File: src/rtl/shared_ram_arbiter_pkg.sv
// Shared definitions for the shared RAM arbiter: FSM state encoding and the
// requester ids used for arbitration and for routing read data / ACKs.
package shared_ram_arb_pkg;

  typedef enum logic [1:0] {
    ST_IDLE   = 2'd0,
    ST_ACCESS = 2'd1,
    ST_DONE   = 2'd2
  } state_e;

  localparam logic REQ_MAIN = 1'b0;
  localparam logic REQ_SUB  = 1'b1;

endpackage

File: src/rtl/shared_ram_arbiter_if.sv
// Bus bundle between the two CPU request ports, the arbiter and the
// single-port RAM.
//  slave  : arbiter side (CPU requests and RAM read data in; DI/ACK, RAM
//           controls and BUSY out)
//  master : environment side (CPUs + RAM), mirror image of slave
interface shared_ram_arbiter_if #(
  parameter int AW = 10,
  parameter int DW = 8
);
  logic          M_REQ, M_WE, M_ACK;
  logic [AW-1:0] M_AD;
  logic [DW-1:0] M_DO, M_DI;
  logic          S_REQ, S_WE, S_ACK;
  logic [AW-1:0] S_AD;
  logic [DW-1:0] S_DO, S_DI;
  logic [AW-1:0] RAM_AD;
  logic [DW-1:0] RAM_WD, RAM_RD;
  logic          RAM_WE;
  logic          BUSY;

  modport slave (
    input  M_REQ, M_WE, M_AD, M_DO, S_REQ, S_WE, S_AD, S_DO, RAM_RD,
    output M_DI, M_ACK, S_DI, S_ACK, RAM_AD, RAM_WD, RAM_WE, BUSY
  );

  modport master (
    output M_REQ, M_WE, M_AD, M_DO, S_REQ, S_WE, S_AD, S_DO, RAM_RD,
    input  M_DI, M_ACK, S_DI, S_ACK, RAM_AD, RAM_WD, RAM_WE, BUSY
  );
endinterface

File: src/rtl/shared_ram_arbiter_rr_arb2.sv
// rr_arb2: combinational two-way picker.
//  elig_i       : eligible requesters, indexed by REQ_MAIN / REQ_SUB
//  last_grant_i : id of the previous winner
//  prio_main_i  : 1 = main wins every tie, 0 = round-robin on ties
//  gnt_id_o     : winning requester id (meaningful when gnt_vld_o)
//  gnt_vld_o    : at least one requester eligible
module rr_arb2
  import shared_ram_arb_pkg::*;
(
  input  logic [1:0] elig_i,
  input  logic       last_grant_i,
  input  logic       prio_main_i,
  output logic       gnt_id_o,
  output logic       gnt_vld_o
);

  always_comb begin
    gnt_vld_o = |elig_i;
    gnt_id_o  = REQ_MAIN;
    if (elig_i[REQ_MAIN] && elig_i[REQ_SUB])
      gnt_id_o = prio_main_i ? REQ_MAIN : ~last_grant_i;
    else if (elig_i[REQ_SUB])
      gnt_id_o = REQ_SUB;
  end

endmodule

File: src/rtl/shared_ram_arbiter.sv
// shared_ram_arbiter: serializes main/sub CPU accesses onto one single-port
// RAM. Each access runs IDLE -> ACCESS -> DONE, and the winner's ACK pulses
// in the cycle after DONE, so one access completes every 3 cycles.
//  MCLK  : clock
//  RESET : synchronous, active-high
//  bus   : shared_ram_arbiter_if.slave (CPU request ports, RAM port, BUSY)
// Build option: define SHARED_RAM_MAIN_PRIO_EN to make ties go to the main CPU
// (fixed priority); otherwise ties alternate (round-robin).
module shared_ram_arbiter
  import shared_ram_arb_pkg::*;
#(
  parameter int AW = 10,
  parameter int DW = 8
) (
  input  logic                 MCLK,
  input  logic                 RESET,
  shared_ram_arbiter_if.slave  bus
);

`ifdef SHARED_RAM_MAIN_PRIO_EN
  localparam logic PRIO_MAIN = 1'b1;
`else
  localparam logic PRIO_MAIN = 1'b0;
`endif

  state_e        state_q, state_d;
  logic          gnt_q, gnt_d;        // current/last winner
  logic          wr_q, wr_d;          // access in flight is a write
  logic [AW-1:0] ram_ad_q, ram_ad_d;
  logic [DW-1:0] ram_wd_q, ram_wd_d;
  logic          ram_we_q, ram_we_d;
  logic [DW-1:0] m_di_q, m_di_d, s_di_q, s_di_d;
  logic          m_ack_q, m_ack_d, s_ack_q, s_ack_d;

  logic [1:0]    elig;
  logic          arb_id, arb_vld;

  // A requester in its ACK cycle still has REQ high; mask it so the same
  // request is not granted twice.
  assign elig = {bus.S_REQ & ~s_ack_q, bus.M_REQ & ~m_ack_q};

  rr_arb2 u_arb (
    .elig_i       (elig),
    .last_grant_i (gnt_q),
    .prio_main_i  (PRIO_MAIN),
    .gnt_id_o     (arb_id),
    .gnt_vld_o    (arb_vld)
  );

  always_comb begin
    state_d  = state_q;
    gnt_d    = gnt_q;
    wr_d     = wr_q;
    ram_ad_d = ram_ad_q;
    ram_wd_d = ram_wd_q;
    ram_we_d = ram_we_q;
    m_di_d   = m_di_q;
    s_di_d   = s_di_q;
    m_ack_d  = 1'b0;
    s_ack_d  = 1'b0;
    case (state_q)
      ST_IDLE: begin
        if (arb_vld) begin
          gnt_d    = arb_id;
          wr_d     = (arb_id == REQ_MAIN) ? bus.M_WE : bus.S_WE;
          ram_we_d = wr_d;
          ram_ad_d = (arb_id == REQ_MAIN) ? bus.M_AD : bus.S_AD;
          ram_wd_d = (arb_id == REQ_MAIN) ? bus.M_DO : bus.S_DO;
          state_d  = ST_ACCESS;
        end
      end
      ST_ACCESS: begin
        ram_we_d = 1'b0;
        state_d  = ST_DONE;
      end
      ST_DONE: begin
        // RAM_RD now holds the word addressed during ACCESS
        if (!wr_q) begin
          if (gnt_q == REQ_MAIN) m_di_d = bus.RAM_RD;
          else                   s_di_d = bus.RAM_RD;
        end
        m_ack_d = (gnt_q == REQ_MAIN);
        s_ack_d = (gnt_q == REQ_SUB);
        state_d = ST_IDLE;
      end
      default: state_d = ST_IDLE;
    endcase
  end

  always_ff @(posedge MCLK) begin
    if (RESET) begin
      state_q  <= ST_IDLE;
      gnt_q    <= REQ_SUB;
      wr_q     <= 1'b0;
      ram_ad_q <= '0;
      ram_wd_q <= '0;
      ram_we_q <= 1'b0;
      m_di_q   <= '0;
      s_di_q   <= '0;
      m_ack_q  <= 1'b0;
      s_ack_q  <= 1'b0;
    end else begin
      state_q  <= state_d;
      gnt_q    <= gnt_d;
      wr_q     <= wr_d;
      ram_ad_q <= ram_ad_d;
      ram_wd_q <= ram_wd_d;
      ram_we_q <= ram_we_d;
      m_di_q   <= m_di_d;
      s_di_q   <= s_di_d;
      m_ack_q  <= m_ack_d;
      s_ack_q  <= s_ack_d;
    end
  end

  assign bus.M_DI   = m_di_q;
  assign bus.S_DI   = s_di_q;
  assign bus.M_ACK  = m_ack_q;
  assign bus.S_ACK  = s_ack_q;
  assign bus.RAM_AD = ram_ad_q;
  assign bus.RAM_WD = ram_wd_q;
  assign bus.RAM_WE = ram_we_q;
  assign bus.BUSY   = (state_q != ST_IDLE);

endmodule

File: src/flat_wrapper.sv
// flat-port wrapper written by rule: the top's interface ports become plain ports
module shared_ram_arbiter_flat import shared_ram_arb_pkg::*;
#(
  parameter int AW = 10,
  parameter int DW = 8
)
  (MCLK, RESET, bus_M_REQ, bus_M_WE, bus_M_AD, bus_M_DO, bus_S_REQ, bus_S_WE, bus_S_AD, bus_S_DO, bus_RAM_RD, bus_M_DI, bus_M_ACK, bus_S_DI, bus_S_ACK, bus_RAM_AD, bus_RAM_WD, bus_RAM_WE, bus_BUSY);
  shared_ram_arbiter_if #(.AW(AW), .DW(DW)) bus_i ();
  input  logic MCLK;
  input  logic RESET;
  input wire logic [$bits(bus_i.M_REQ)-1:0] bus_M_REQ;
  input wire logic [$bits(bus_i.M_WE)-1:0] bus_M_WE;
  input wire logic [$bits(bus_i.M_AD)-1:0] bus_M_AD;
  input wire logic [$bits(bus_i.M_DO)-1:0] bus_M_DO;
  input wire logic [$bits(bus_i.S_REQ)-1:0] bus_S_REQ;
  input wire logic [$bits(bus_i.S_WE)-1:0] bus_S_WE;
  input wire logic [$bits(bus_i.S_AD)-1:0] bus_S_AD;
  input wire logic [$bits(bus_i.S_DO)-1:0] bus_S_DO;
  input wire logic [$bits(bus_i.RAM_RD)-1:0] bus_RAM_RD;
  output wire logic [$bits(bus_i.M_DI)-1:0] bus_M_DI;
  output wire logic [$bits(bus_i.M_ACK)-1:0] bus_M_ACK;
  output wire logic [$bits(bus_i.S_DI)-1:0] bus_S_DI;
  output wire logic [$bits(bus_i.S_ACK)-1:0] bus_S_ACK;
  output wire logic [$bits(bus_i.RAM_AD)-1:0] bus_RAM_AD;
  output wire logic [$bits(bus_i.RAM_WD)-1:0] bus_RAM_WD;
  output wire logic [$bits(bus_i.RAM_WE)-1:0] bus_RAM_WE;
  output wire logic [$bits(bus_i.BUSY)-1:0] bus_BUSY;
  assign bus_i.M_REQ = bus_M_REQ;
  assign bus_i.M_WE = bus_M_WE;
  assign bus_i.M_AD = bus_M_AD;
  assign bus_i.M_DO = bus_M_DO;
  assign bus_i.S_REQ = bus_S_REQ;
  assign bus_i.S_WE = bus_S_WE;
  assign bus_i.S_AD = bus_S_AD;
  assign bus_i.S_DO = bus_S_DO;
  assign bus_i.RAM_RD = bus_RAM_RD;
  assign bus_M_DI = bus_i.M_DI;
  assign bus_M_ACK = bus_i.M_ACK;
  assign bus_S_DI = bus_i.S_DI;
  assign bus_S_ACK = bus_i.S_ACK;
  assign bus_RAM_AD = bus_i.RAM_AD;
  assign bus_RAM_WD = bus_i.RAM_WD;
  assign bus_RAM_WE = bus_i.RAM_WE;
  assign bus_BUSY = bus_i.BUSY;
  shared_ram_arbiter #(.AW(AW), .DW(DW)) u_core (.MCLK(MCLK), .RESET(RESET), .bus(bus_i));
endmodule
File: config.mk
export PLATFORM = sky130hd
export DESIGN_NAME = shared_ram_arbiter_flat
export DESIGN_NICKNAME = d
export VERILOG_FILES = /design/src/rtl/shared_ram_arbiter_pkg.sv /design/src/rtl/shared_ram_arbiter_if.sv /design/src/rtl/shared_ram_arbiter_rr_arb2.sv /design/src/rtl/shared_ram_arbiter.sv /design/src/flat_wrapper.sv
export SDC_FILE = /design/constraint.sdc
export NUM_CORES = 1
export LEC_CHECK = 0
export CAP_MARGIN = 20
export CELL_PAD_IN_SITES_DETAIL_PLACEMENT = 1
export CELL_PAD_IN_SITES_GLOBAL_PLACEMENT = 1
export CORE_UTILIZATION = 29
export DETAILED_ROUTE_END_ITERATION = 10
export PLACE_DENSITY_LB_ADDON = 0.1
export SLEW_MARGIN = 10
export SYNTH_ARGS = -nofsm -noshare
export SYNTH_HDL_FRONTEND = slang
export SYNTH_SLANG_ARGS = --single-unit
File: constraint.sdc
create_clock -name MCLK -period 2.22 [get_ports MCLK]
set_input_delay 0.444 -clock MCLK [delete_from_list [all_inputs] [get_ports MCLK]]
set_output_delay 0.444 -clock MCLK [all_outputs]
set_load 0.02 [all_outputs]
==> flow_metrics.env <==
# implementation run metrics
export IMPL_clockBufferDepth=2
export IMPL_wirelength_um=4700
export IMPL_largest_reg_flops=10
export IMPL_n_fill_cell=653
export IMPL_wl_per_cell_um=13.5
export IMPL_most_common_cell="nand2_1"
export IMPL_min_from="u_core.bus.M_DI[6]$_SDFFE_PP0P_"
export IMPL_grt_use_total=0.162
export IMPL_worst_ep_required_time_ns=1.78
export IMPL_yosys_warnings=0
export IMPL_std_cell_rows=26
export IMPL_path_max_fanout=7
export IMPL_outcome="complete, no violations"
export IMPL_worstSetupEndpoint="bus_BUSY"
export IMPL_warning_count=26
export IMPL_diodes=0
export IMPL_skew_ns=0.00661
export IMPL_drc=0
export IMPL_fin_crit_ns=1.96
export IMPL_wl_met3_um=255
export IMPL_layout_top_cells="clkdlybuf4s50_1 (87), nand2_1 (54), dfxtp_1 (41)"
export IMPL_async_flop_share=0
export IMPL_die_h_um=77.0
export IMPL_multi_input_comb_cells=134
export IMPL_setup_worst_path_end_class="primary output"
export IMPL_lay_top_count="clkdlybuf4s50_1"
export IMPL_pre_cts_ws_ns=0.215
export IMPL_clock_power_share=0.272
export IMPL_clkLatencyLatePin_ns=0.29
export IMPL_netlist_area_um2=1630
export IMPL_power_top_group="sequential cells"
export IMPL_top_logic_kind="simple AND/OR/NAND/NOR gates"
export IMPL_pwr_density_cell_nw_per_um2=660
export IMPL_cts_resized=0
export IMPL_dp_hpwl_um=3490
export IMPL_grtUsageMet1=0.218
export IMPL_setup_viol=0
export IMPL_biggestCellCategory="non-clock buffers"
export IMPL_wl_met1_um=2320
export IMPL_whs_ns=0.457
export IMPL_seqCellArea_um2=821
export IMPL_cts_tree="done"
Fig. 1: PDN straps and rails
Scale bar: 20 µm. Pins as bars on the die edge. Tap cells in grey.
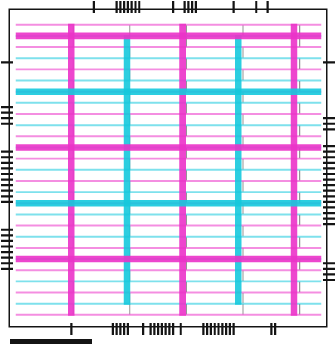
cyan -> VDD
magenta -> VSS
signal pins = 88
met5 straps = 5
met1 rails = 27

Fig. 2: placed cells, one colour a class
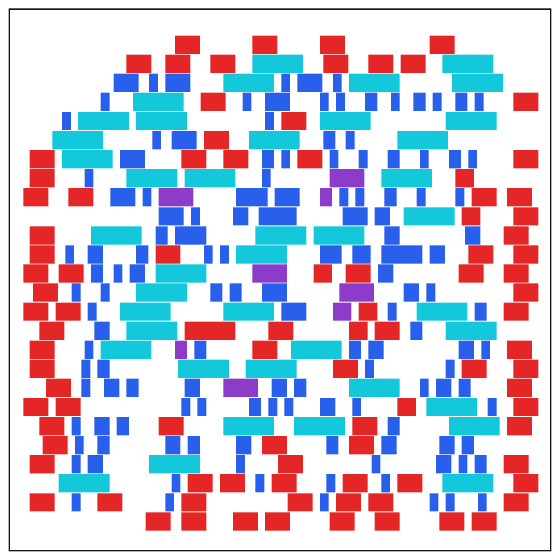
purple -> clock drivers and dummy loads  # cells 8
cyan -> flip-flops  # cells 41
red -> other buffers and delay cells  # cells 94
blue -> all other logic  # cells 136

